Design led_serial_driver_flat, sky130hd; sources not shown.
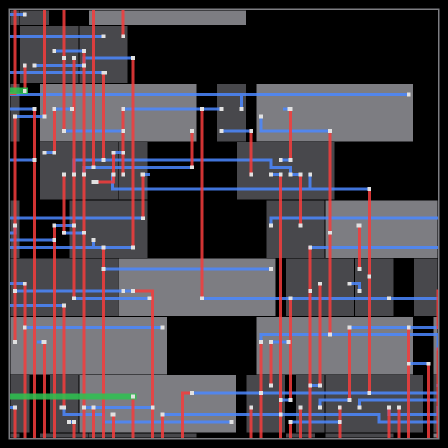
Fig. 1. Zoomed window (run 1).
Window x 46 to 66, y 46 to 66 um. Cells in grey, sequential cells in the stronger grey; small squares are vias.
green -> met3
blue -> met1
red -> met2
cells with their middle in the window = 22
sequential cells in the window = 7
most frequent = dfxtp_1 (7), nor3_1 (2), nor2_1 (2)

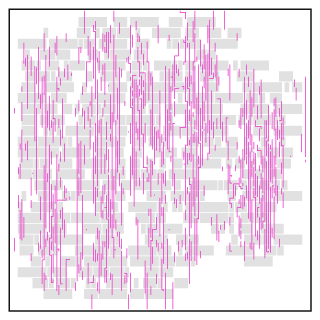
Fig. 2. Metal 2 (run 1).
Drawn at 4 px/um. Cells faint in the background.
main direction = vertical
wire length on this layer = 2910 um
nets with wire on the layer = 319
share of all routed wire = 50%
longest straight run = 43.2 um
M2 GR Usage: 38.3%
WL final: 5790 um

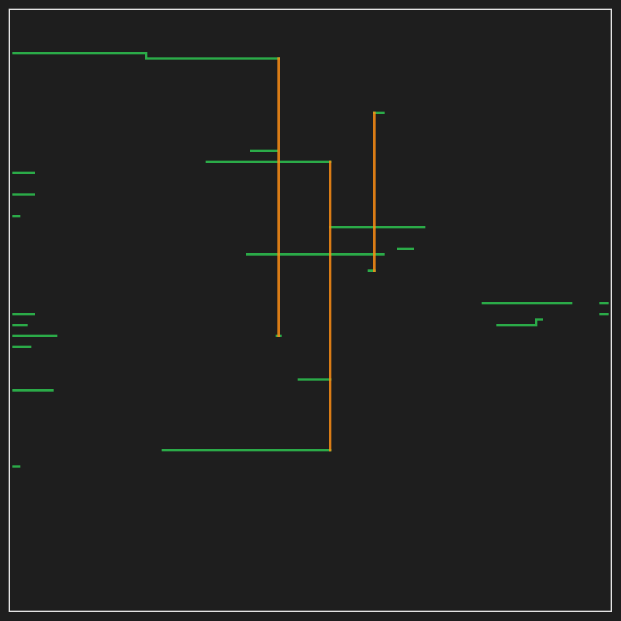
Fig. 3. Wiring by layer (run 1).
Drawn at 8 px/um. Only two layers are drawn.
orange -> met4  # wire length 90.4 um
green -> met3  # wire length 152 um
total track usage: 22.3%
Via Count: 2318

==> run summary, run 1 <==
Synth Area in Adders -> 1.75%
Synth warnings -> 0
TritonRoute pass-1 iters -> 4
Max transition margin -> 62.0%
DRC Markers -> 0
CTS Buf Count -> 5
Layout clock buffers -> 6
Switching part of the total -> 34.7%
Sequential power -> 1.47 mW
Peak Freq -> 478 MHz
Asr flop ratio synth -> 0%
Top area contributor share -> 37.8%
Initial antenna violation count -> 0
Final Hold Viols -> 0
Critical Path End Type -> flop
Reg area -> 1080 um^2
DP Cell Count -> 421
Logic area -> 1630 um^2
GPL Wtd Cong -> 0.928
MUX area fraction -> 17.5%
Comb area share -> 48.4%
# Taps -> 70
Leakage -> 1.38 nW
GRT overflow -> 0
Top cell excl fill/tap -> nand2_1
Hold buffer count at CTS -> 0
Worst hold stages -> 2
Latency at later pin -> 310 ps
Reg2reg setup slack -> 210 ps
Antenna cell count -> 0
TritonCTS clock tree -> done
FP Rows -> 26
Filler cell count -> 412
Top class by area -> logic gates
Comb pwr share -> 43.0%
XORs/XNORs by Area -> 7.05%
NetSw -> 1.29 mW
Post-synth EDFFs -> 0
Crit-path slowest cell -> or3b_2
Final HPWL DP -> 4150 um
Wirelength per Cell -> 13.5 um
Min cycle time layout -> 2090 ps
Non-clock buffers -> 48
CP Data Required Time -> 2440 ps
Dominant logic cell types in the final layout -> nand2_1 (64), dfxtp_1 (54), mux2i_1 (33)
Htree depth -> 2
Vias in the first global route -> 2101
Top post-synthesis cells by count -> nand2_1 (64), dfxtp_1 (54), mux2i_1 (33)
Ratio of cells with drive above 1 in the final layout -> 15.9%
Clock Root Buffer -> clkbuf_8
Outcome -> completed
Area Overhead vs Synth -> 18.2%
Ys flops -> 54
Floorplan utilization -> 56.7%
Clock slew at reported path FFs -> 90 ps
Routed Antenna Nets -> 0
First-pass GRT wire length -> 9430 um
Fin cells -> 428
Complex Gates by Area -> 8.80%
Core ar. -> 5040 um^2
[run 1: per-layer routing]
| layer | vias to the layer above | wire [um] | GRT usage [%] |
|---|---|---|---|
| li1 | 1186 | - | - |
| met1 | 1094 | 2640 | 27.9 |
| met2 | 30 | 2910 | 38.3 |
| met3 | 8 | 151 | 4.42 |
| met4 | 0 | 90 | 7.68 |
| met5 | - | 0 | 0 |
[run 1: metrics by stage]
step | hold WS (ps) | utilization (%) | worst slack (ps) | area [um^2]
5_1_grt | 380 | 67.0 | 47.0 | 3380
2_1_floorplan | 335 | - | 344 | 2860
4_1_cts | 365 | 67.0 | 215 | 3380
3_3_place_gp | 342 | 64.7 | -75.4 | 3260
6_report | 360 | 67.0 | 210 | 3380
3_5_place_dp | 351 | 64.7 | -82.4 | 3260
--- run 2 (diff from run 1) ---
--- a/config.mk
+++ b/config.mk
@@ -14,3 +14,4 @@
 export SYNTH_ARGS = -nofsm -noshare
 export SYNTH_HDL_FRONTEND = slang
 export SYNTH_SLANG_ARGS = --single-unit
+export TNS_END_PERCENT = 10
==> constraint.sdc (replaced) <==
create_clock -name clk -period 2.3 [get_ports clk]
set_clock_uncertainty 0.1 [all_clocks]
set_input_delay 0.46 -clock clk [delete_from_list [all_inputs] [get_ports clk]]
set_output_delay 0.46 -clock clk [all_outputs]
set_load 0.01 [all_outputs]
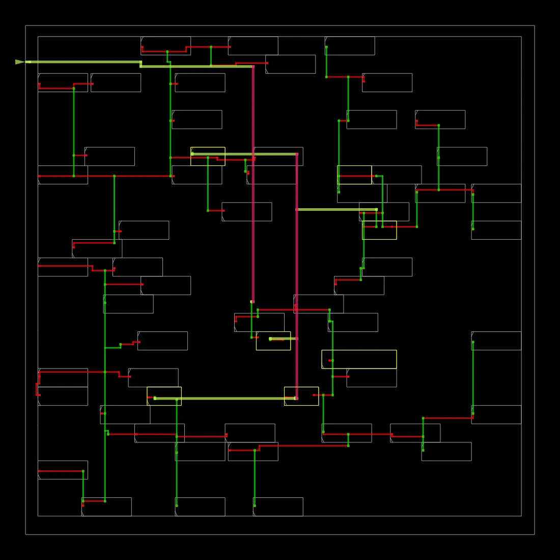
Fig. 4. The clock network (run 2).
Clk power: 650 uW
CTS Buf Count: 5
CTS Sinks: 54
flop count: 54

==> run summary, run 2 <==
Crit-path slowest cell -> or3b_2 (unchanged)
DRC Markers -> 0 (unchanged)
Largest net degree at the start of global routing -> 62 (unchanged)
Clock slew at reported path FFs -> 90 ps (about the same)
Cell Type Count -> 52 (unchanged)
Reg area -> 1080 um^2 (unchanged)
MUX area fraction -> 17.5% (unchanged)
Final Hold Viols -> 0 (unchanged)
TritonCTS clock tree -> done (unchanged)
Seq/total area -> 32.0% (unchanged)
Logic area -> 1630 um^2 (unchanged)
Initial antenna violation count -> 0 (unchanged)
WL final -> 5790 um (unchanged)
Top post-synthesis cells by count -> nand2_1 (64), dfxtp_1 (54), mux2i_1 (33) (unchanged)
Floorplan utilization -> 56.7% (unchanged)
Mi-comb count -> 240 (unchanged)
Die Area -> 5640 um^2 (unchanged)
Synth warnings -> 0 (unchanged)
DR top layer -> met4 (unchanged)
Asr flop ratio synth -> 0% (unchanged)
Synth Area in Adders -> 1.75% (unchanged)
Max transition margin -> 62.0% (unchanged)
Area Overhead vs Synth -> 18.2% (unchanged)
Metal2 WL -> 2910 um (unchanged)
Seq share, synth -> 37.8% (unchanged)
Total track usage -> 22.3% (unchanged)
Outcome -> completed (unchanged)
Latency at later pin -> 310 ps (about the same)
Invs w/o clock -> 9 (unchanged)
Dominant logic cell types in the final layout -> nand2_1 (64), dfxtp_1 (54), mux2i_1 (33) (unchanged)
CP Data Required Time -> 2440 ps (about the same)
TritonRoute pass-1 iters -> 4 (unchanged)
Ys flops -> 54 (unchanged)
Top area contributor share -> 37.8% (unchanged)
MaxCap Viol Count -> 0 (unchanged)
Clock Root Buffer -> clkbuf_8 (unchanged)
Leakage -> 1.38 nW (unchanged)
Complex Gates by Area -> 8.80% (unchanged)
GRT overflow -> 0 (unchanged)
Routed Antenna Nets -> 0 (unchanged)
Wirelength per Cell -> 13.5 um (unchanged)
Levels on crit path -> 7 (unchanged)
First-pass GRT wire length -> 9430 um (unchanged)
Crit-path cells -> inv_1 -> ha_1 -> or3b_2 -> a21oi_1 -> a21o_1 -> buf_4 -> mux2i_1 (unchanged)
Htree depth -> 2 (unchanged)
Worst Path Arrival -> 2230 ps (about the same)
Ratio of cells with drive above 1 in the final layout -> 15.9% (unchanged)
# Taps -> 70 (unchanged)
Fin cells -> 428 (unchanged)
Hold buffer count at CTS -> 0 (unchanged)
Final hold slack -> 360 ps (unchanged)
Gr busiest metal -> met2 (unchanged)
Met1 WL -> 2640 um (unchanged)
Vias in the first global route -> 2101 (unchanged)
FP Rows -> 26 (unchanged)
Post-synth EDFFs -> 0 (unchanged)
XORs/XNORs by Area -> 7.05% (unchanged)
Slew Limit Fails -> 0 (unchanged)
M2 GR Usage -> 38.3% (unchanged)
Worst hold stages -> 2 (unchanged)
Dominant combinational family -> simple AND/OR/NAND/NOR gates (unchanged)
Comb area share -> 48.4% (unchanged)
Max Buffers Root-to-Sink -> 2 (unchanged)
Top class by area -> logic gates (unchanged)
Antenna cell count -> 0 (unchanged)
Final HPWL DP -> 4150 um (unchanged)
Critical Path Start Type -> flop (unchanged)
Filler cell count -> 412 (unchanged)
CP top delay family -> simple AND/OR/NAND/NOR gates (unchanged)
Top cell excl fill/tap -> nand2_1 (unchanged)
Met1 usage -> 27.9% (unchanged)
Synth top cell by count -> nand2_1 (unchanged)
Met3 wire len -> 151 um (unchanged)
GPL Wtd Cong -> 0.928 (unchanged)
M3 GR Usage -> 4.42% (unchanged)
Critical Path End Type -> flop (unchanged)
Non-clock buffers -> 48 (unchanged)
Peak Freq -> 478 MHz (unchanged)
DP Cell Count -> 421 (unchanged)
Layout clock buffers -> 6 (unchanged)
Worst Path Max Fanout -> 8 (unchanged)
Reg2Reg Depth -> 7 (unchanged)
Syn_nets -> 344 (unchanged)
Reg2reg setup slack -> 210 ps (about the same)
Min cycle time layout -> 2090 ps (unchanged)
Core ar. -> 5040 um^2 (unchanged)
Via Count -> 2318 (unchanged)
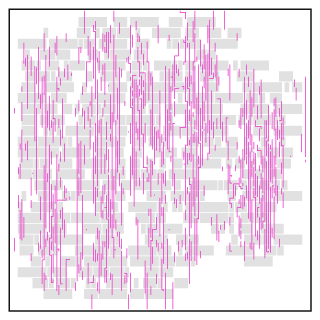
Fig. 5. Metal 2 (run 2).
Drawn at 4 px/um. Cells faint in the background.

-- run 2: cell counts after synthesis --
No cell type changed its count.
-- run 2: stage by stage --
step                      util, %  area [um^2]  power (mW)  TNS (ps)  worst slack, ps
after floorplan                 -         2860        2.64         0              344
after global placement       64.7         3260        3.06      -723            -75.4
after detailed placement     64.7         3260        3.10     -1120            -82.4
after CTS                    67.0         3380        3.76         0              215
after global routing         67.0         3380        3.97         0             47.0
final                        67.0         3380        3.74         0              210
-- run 2: power by group --
group | internal [mW] | total (mW) | switching (mW)
logic | 0.825 | 1.61 | 0.789
registers | 1.26 | 1.47 | 0.211
clock network | 0.349 | 0.650 | 0.302
Power is estimated from default activity; no workload was simulated.
